==> config.mk <==
export PLATFORM = sky130hd
export DESIGN_NAME = ram_block_mover_flat
export DESIGN_NICKNAME = d
export VERILOG_FILES = /design/src/rtl/ram_block_mover_if.sv /design/src/rtl/ram_block_mover.sv /design/src/flat_wrapper.sv
export SDC_FILE = /design/constraint.sdc
export NUM_CORES = 1
export LEC_CHECK = 0
export ABC_AREA = 1
export ABC_CLOCK_PERIOD_IN_PS = 2450
export CAP_MARGIN = 5
export CELL_PAD_IN_SITES_DETAIL_PLACEMENT = 2
export CELL_PAD_IN_SITES_GLOBAL_PLACEMENT = 2
export CORE_MARGIN = 3
export CORE_UTILIZATION = 28
export DETAILED_ROUTE_END_ITERATION = 7
export PLACE_DENSITY = 0.83
export SYNTH_ARGS = -nofsm -noshare
export SYNTH_HDL_FRONTEND = slang
export SYNTH_SLANG_ARGS = --single-unit
==> constraint.sdc <==
create_clock -name clk -period 2.45 [get_ports clk]
set_clock_uncertainty 0.1 [all_clocks]
set_input_delay 0.245 -clock clk [delete_from_list [all_inputs] [get_ports clk]]
set_output_delay 0.245 -clock clk [all_outputs]
set_load 0.05 [all_outputs]
==> src/rtl/ram_block_mover_if.sv <==
// rtl/ram_block_mover_if.sv - command and RAM port bundle for the block mover
interface ram_block_mover_if #(
  parameter int AW = 10,
  parameter int DW = 8
);
  // command side
  logic          start;
  logic          mode;
  logic [AW-1:0] src;
  logic [AW-1:0] dst;
  logic [AW:0]   len;
  logic [DW-1:0] fill;
  logic          busy;
  logic          done;
  // RAM read port
  logic          re;
  logic [AW-1:0] ra;
  logic [DW-1:0] q;
  // RAM write port
  logic          we;
  logic [AW-1:0] wa;
  logic [DW-1:0] wd;

  // master: the mover engine
  modport master (
    input  start, mode, src, dst, len, fill, q,
    output busy, done, re, ra, we, wa, wd
  );

  // slave: CPU control unit plus RAM
  modport slave (
    output start, mode, src, dst, len, fill, q,
    input  busy, done, re, ra, we, wa, wd
  );
endinterface

==> src/rtl/ram_block_mover.sv <==
// rtl/ram_block_mover.sv - RAM block copy (memmove) and fill engine
module ram_block_mover #(
  parameter int AW = 10,
  parameter int DW = 8
) (
  input logic               clk,
  input logic               rst_n,
  ram_block_mover_if.master bus
);

  localparam logic [2:0] S_IDLE    = 3'd0;
  localparam logic [2:0] S_PRIME   = 3'd1;
  localparam logic [2:0] S_STREAM  = 3'd2;
  localparam logic [2:0] S_DRAIN   = 3'd3;
  localparam logic [2:0] S_FILLING = 3'd4;
  localparam logic [2:0] S_FINISH  = 3'd5;

  localparam logic [AW:0]   MAX_LEN  = {1'b1, {AW{1'b0}}};
  localparam logic [AW:0]   CNT_ONE  = {{AW{1'b0}}, 1'b1};
  localparam logic [AW-1:0] ADDR_ONE = {{(AW-1){1'b0}}, 1'b1};

  logic [2:0]    state;
  logic          busy;
  logic          done;
  logic [AW:0]   len_q;     // saturated word count of the accepted command
  logic          desc_q;    // copy walks addresses downward
  logic [AW-1:0] dst_base;  // destination of element issued first
  logic [AW:0]   cnt;       // reads issued (copy) or writes issued (fill)

  logic          re;
  logic [AW-1:0] ra;
  logic          we;
  logic [AW-1:0] wa;
  logic [DW-1:0] wd;        // doubles as the single-word data register

  logic [AW:0]   len_sat;
  logic          desc_cmd;
  logic [AW-1:0] span;
  logic [AW-1:0] src_start;
  logic [AW-1:0] dst_start;
  logic [AW-1:0] ra_next;
  logic [AW-1:0] wa_next;
  logic          last_elem;
  logic          accept;

  // Decode the incoming command and the per-cycle address steps
  always_comb begin
    len_sat   = (bus.len > MAX_LEN) ? MAX_LEN : bus.len;
    // fills always run upward; copies run downward only when dst lies above src
    desc_cmd  = !bus.mode && (bus.dst > bus.src);
    // LEN-1 in address width; a full 2^AW block wraps to all ones as intended
    span      = len_sat[AW-1:0] - ADDR_ONE;
    src_start = desc_cmd ? bus.src + span : bus.src;
    dst_start = desc_cmd ? bus.dst + span : bus.dst;
    ra_next   = desc_q ? ra - ADDR_ONE : ra + ADDR_ONE;
    wa_next   = desc_q ? wa - ADDR_ONE : wa + ADDR_ONE;
    last_elem = (cnt == len_q);
    accept    = (state == S_IDLE) && bus.start;
  end

  // Sequencer: command latch, element counter, busy/done handshake
  always_ff @(posedge clk or negedge rst_n) begin
    if (!rst_n) begin
      state    <= S_IDLE;
      busy     <= 1'b0;
      done     <= 1'b0;
      len_q    <= '0;
      desc_q   <= 1'b0;
      dst_base <= '0;
      cnt      <= '0;
    end else begin
      done <= 1'b0;
      case (state)
        S_IDLE: begin
          if (accept) begin
            len_q    <= len_sat;
            desc_q   <= desc_cmd;
            dst_base <= dst_start;
            cnt      <= CNT_ONE;
            if (len_sat == '0) begin
              state <= S_FINISH;
              done  <= 1'b1;
            end else begin
              busy  <= 1'b1;
              state <= bus.mode ? S_FILLING : S_PRIME;
            end
          end
        end
        S_PRIME, S_STREAM: begin
          if (last_elem) begin
            state <= S_DRAIN;
          end else begin
            state <= S_STREAM;
            cnt   <= cnt + CNT_ONE;
          end
        end
        S_DRAIN: begin
          state <= S_FINISH;
          busy  <= 1'b0;
          done  <= 1'b1;
        end
        S_FILLING: begin
          if (last_elem) begin
            state <= S_FINISH;
            busy  <= 1'b0;
            done  <= 1'b1;
          end else begin
            cnt <= cnt + CNT_ONE;
          end
        end
        S_FINISH: begin
          state <= S_IDLE;
        end
        default: begin
          state <= S_IDLE;
          busy  <= 1'b0;
        end
      endcase
    end
  end

  // Read port: one read per cycle, running one element ahead of the write
  always_ff @(posedge clk or negedge rst_n) begin
    if (!rst_n) begin
      re <= 1'b0;
      ra <= '0;
    end else begin
      case (state)
        S_IDLE: begin
          if (accept && (len_sat != '0) && !bus.mode) begin
            re <= 1'b1;
            ra <= src_start;
          end
        end
        S_PRIME, S_STREAM: begin
          if (last_elem) begin
            re <= 1'b0;
          end else begin
            ra <= ra_next;
          end
        end
        default: begin
          re <= 1'b0;
        end
      endcase
    end
  end

  // Write port: copy writes last cycle's read data, fill writes the constant
  always_ff @(posedge clk or negedge rst_n) begin
    if (!rst_n) begin
      we <= 1'b0;
      wa <= '0;
      wd <= '0;
    end else begin
      case (state)
        S_IDLE: begin
          if (accept && (len_sat != '0) && bus.mode) begin
            we <= 1'b1;
            wa <= bus.dst;
            wd <= bus.fill;
          end
        end
        S_PRIME: begin
          we <= 1'b1;
          wa <= dst_base;
          wd <= bus.q;
        end
        S_STREAM: begin
          we <= 1'b1;
          wa <= wa_next;
          wd <= bus.q;
        end
        S_FILLING: begin
          if (last_elem) begin
            we <= 1'b0;
          end else begin
            wa <= wa_next;
          end
        end
        default: begin
          we <= 1'b0;
        end
      endcase
    end
  end

  assign bus.busy = busy;
  assign bus.done = done;
  assign bus.re   = re;
  assign bus.ra   = ra;
  assign bus.we   = we;
  assign bus.wa   = wa;
  assign bus.wd   = wd;

endmodule

==> src/flat_wrapper.sv <==
// flat-port wrapper written by rule: the top's interface ports become plain ports
module ram_block_mover_flat 
#(
  parameter int AW = 10,
  parameter int DW = 8
)
  (clk, rst_n, bus_start, bus_mode, bus_src, bus_dst, bus_len, bus_fill, bus_q, bus_busy, bus_done, bus_re, bus_ra, bus_we, bus_wa, bus_wd);
  ram_block_mover_if #(.AW(AW), .DW(DW)) bus_i ();
  input logic clk;
  input logic rst_n;
  input wire logic [$bits(bus_i.start)-1:0] bus_start;
  input wire logic [$bits(bus_i.mode)-1:0] bus_mode;
  input wire logic [$bits(bus_i.src)-1:0] bus_src;
  input wire logic [$bits(bus_i.dst)-1:0] bus_dst;
  input wire logic [$bits(bus_i.len)-1:0] bus_len;
  input wire logic [$bits(bus_i.fill)-1:0] bus_fill;
  input wire logic [$bits(bus_i.q)-1:0] bus_q;
  output wire logic [$bits(bus_i.busy)-1:0] bus_busy;
  output wire logic [$bits(bus_i.done)-1:0] bus_done;
  output wire logic [$bits(bus_i.re)-1:0] bus_re;
  output wire logic [$bits(bus_i.ra)-1:0] bus_ra;
  output wire logic [$bits(bus_i.we)-1:0] bus_we;
  output wire logic [$bits(bus_i.wa)-1:0] bus_wa;
  output wire logic [$bits(bus_i.wd)-1:0] bus_wd;
  assign bus_i.start = bus_start;
  assign bus_i.mode = bus_mode;
  assign bus_i.src = bus_src;
  assign bus_i.dst = bus_dst;
  assign bus_i.len = bus_len;
  assign bus_i.fill = bus_fill;
  assign bus_i.q = bus_q;
  assign bus_busy = bus_i.busy;
  assign bus_done = bus_i.done;
  assign bus_re = bus_i.re;
  assign bus_ra = bus_i.ra;
  assign bus_we = bus_i.we;
  assign bus_wa = bus_i.wa;
  assign bus_wd = bus_i.wd;
  ram_block_mover #(.AW(AW), .DW(DW)) u_core (.clk(clk), .rst_n(rst_n), .bus(bus_i));
endmodule
==> images/final_clocks.png <==
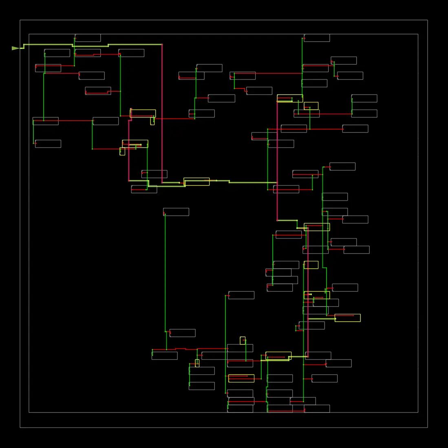
TritonCTS Sinks: 68
Num CTS Buffers: 9
clock distribution power: 1.28 mW
clock latency of the later-clocked register in the worst-skew pair: 0.36 ns

==> images/drive_strength.png <==
The bar under the picture is 50 µm long.
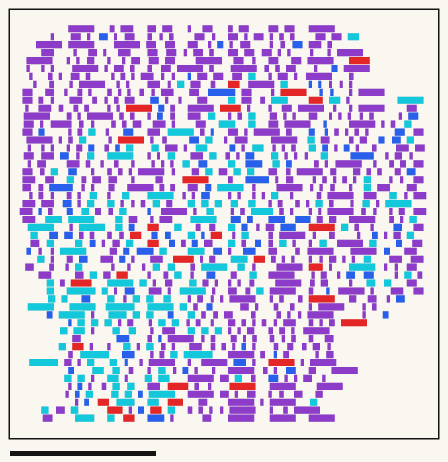
legend:
  cyan:
    size: drive 3 to 4
    cells: 170
    most_used: buf_4
  blue:
    size: drive 2
    cells: 101
  red:
    size: drive 6 and up
    cells: 29
    most_used: buf_6
  purple:
    size: drive 1 or less
    cells: 663
    most_used: nand2_1
Layout area overhead: 57.06%
post-layout worst setup margin: -0.6616 ns

==> images/clock_map.png <==
The bar under the picture is 50 µm long.
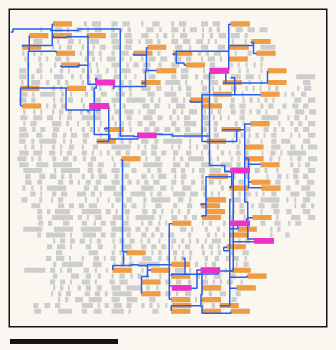
legend:
  blue:
    item: clock wires
    length: 1310 µm
  orange:
    item: flip-flops
    count: 68
  magenta:
    item: cells driving clock nets
    count: 9
flops lie: widely spread

==> run notes <==
* complete, but fails checks — run status
* negative setup slack — failing checks
* 5 — crit path max fanout
* 5 — first-pass detailed-route iteration total
* 8682 µm² — Design Area, Final
* 31.15% — share of post-route cells with drive strength above 1
* 2127 — fill cell instance count of the final layout
* 31.84% — fraction of met1 tracks used by global routing
* 218 — Buffers excl. clock
* nand2_1 (164), buf_4 (124), inv_1 (70) — most instantiated logic cells after routing
* bus_len[9] — source of the worst hold timing path
* 33.62 mm — final wirelength
* 0.3214 GHz — Max Clk Rate
* -0.16 ns — setup slack, reg-to-reg
* 0 — remaining number of nets flagged by the antenna check after routing
* 6814 — via count
* 22.45% — non-clock buffer area fraction after layout
* 45.42 mm — wire length of the first global-routing pass
* 51.21% — headroom to the max-slew limit
* 5.199 mW — internal portion of total power
* 1 — number of hold buffers added after cts
* 17.43 mm — length of routed met2 wiring
* 3.113% — Clock buffers and inverters, area share
* 848 — syn nets
* 54.00% — switching power as a share of total power
* 0.7291 ns — transition at the pin with the smallest max-transition slack
* nand2_1 — cell with the most instances after synthesis
* 746 — number of cells produced by synthesis
* 3.112 ns — shortest clock period the worst path allows after layout
* in2reg — Worst Path Class, Setup
* combinational cells — top power group
* simple AND/OR/NAND/NOR gates — Logic family by area
* 0.06 ns — Clock Pin Slew Worst Setup and Hold Paths
* input port — element type at the critical path start
* 21460 µm² — die area
* 574 — multi-input gate count
* 1.326 mm — wire length on met3
* u_core.dst_base[7]$_DFFE_PN0P_ — Setup crit end
* 12.09% — Adder-Cell Fraction of Synth Area
* 5528 µm² — synthesized area
* 5.704% — xor/xnor share
* 82 — Port Buf Inserts
* 50 — number of core rows
* 30.78% — register area share after synthesis
* 4.469% — GR Layer Usage met3
* nand2_1 — most common logic cell in the routed design
* 0 — total grt overflow
* xor2_1 — slowest cell on the critical path
* 25.22% — Simple-Gate Fraction of Synth Area
* 41 — maximum number of pins on one net before global-route repair
* 4099 µm² — area of the multi-input gates
* 1223 — post-route non-filler standard cell count
* 0 — number of design rule violations left after detail routing
* 11.30 mW — overall power
* 5528 µm² — Yosys Chip Area
* 17.29% — and-or/or-and share of the synthesized area
* u_core.desc_q$_DFFE_PN0P_ — reg2reg start
* 13 — CLK BUF
* 18.8% — part of the power in registers
* 47.21% — fraction of standard cell area in multi-input logic
* 0 — number of diodes
* in2reg — type of the worst min-delay path
* 69.9% — share of power burned in combinational logic
* combinational gates — top cell category
* dfrtp_1 — primary flip-flop cell chosen by synthesis mapping
* 17 — worst-case reg-to-reg path depth
* 19020 µm² — placeable core region
* 68 — number of synthesized register bits
* 27.49 µm — Avg WL per Cell
* 0 — endpoints failing hold
* 146.5 µm — vertical die dimension
* 3 — htree depth
* 88 — layout inverter count without the clock tree
* 0 — number of warnings printed during yosys synthesis
* 1302 nW/µm² — power per cell area
* -0.6616 ns — post-layout worst setup margin
* 31 — count of tool warnings
* 111 — number of cells upsized or downsized after cts
* 6.103 mW — Switch Pwr
* 5.572 — vias per inst
* 146.5 µm — Horiz. Die Dim
* 48.81% — global-route met2 utilization
* nand2_1 (181), inv_1 (77), dfrtp_1 (68), a21oi_1 (51), ha_1 (47) — ranking of synthesized cells by instance count
* 50 — unique cell type count in the Yosys netlist
* 260 — Tapcells
* buf_8, nor2_4, nand3_4, o21bai_4, inv_2, nor2_2, inv_2, ha_4, nand2_4, buf_12, xor2_4, buf_6, ha_4, nand2_1, nor2_2, a21oi_2, o21bai_1, xor2_1, a21oi_1, o21ai_1, o21ai_1 — cells along the critical path
* 0 — number of enable-type register cells in the synthesized netlist
* 11 — setup repair bufs after CTS
* 11.3% — clock network fraction of total power
* yes — CTS tree
* 17 — Setup violations, final
* 2 — maximum buffer depth of the clock tree
* -1.214 ns — minimum setup slack after placement
* 13.14 mm — detailed-routing wirelength on met1
* 0 — Maximum Capacitance Violations
* 68 — Flops
* dfrtp_1 — area leader, netlist
* met4 — highest metal layer with signal wires
* -5.465 ns — setup_tns
* 127.0% — Final Cycle Share
* 30.78% — fraction of synthesized cell area taken by the top area cell type
==> images/zoom.png <==
Window x 95 to 125, y 22 to 52 µm. Cells in gray, sequential cells in the stronger gray; small squares are vias.
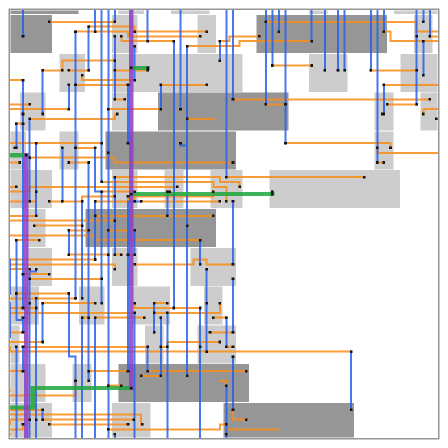
legend:
  blue:
    layer: met2
  green:
    layer: met3
  orange:
    layer: met1
  purple:
    layer: met4
netlist names of flops here include: u_core.cnt (4), u_core.bus.wa (2)
cells with their middle in the window: 38
sequential cells in the window: 6
most frequent: nand2_1 (6), dfrtp_1 (6), inv_1 (5)

==> images/registers.png <==
The bar under the picture is 50 µm long. Other sequential cells in the stronger gray, the rest of the logic in the fainter gray.
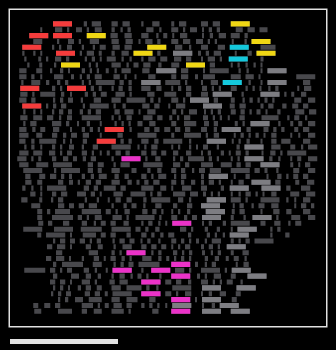
legend:
  cyan:
    netlist_name: u_core.state
    placed_flops: 3
  red:
    netlist_name: u_core.bus.ra
    placed_flops: 10
    where: upper left
  yellow:
    netlist_name: u_core.bus.wd
    placed_flops: 8
  magenta:
    netlist_name: u_core.len_q
    placed_flops: 11
    where: bottom center
register area: 1703 µm²
fraction of area in registers: 19.61%
Sequential Power: 2.13 mW
Finished Core Util: 45.65%

Power is estimated from default activity; no workload was simulated.
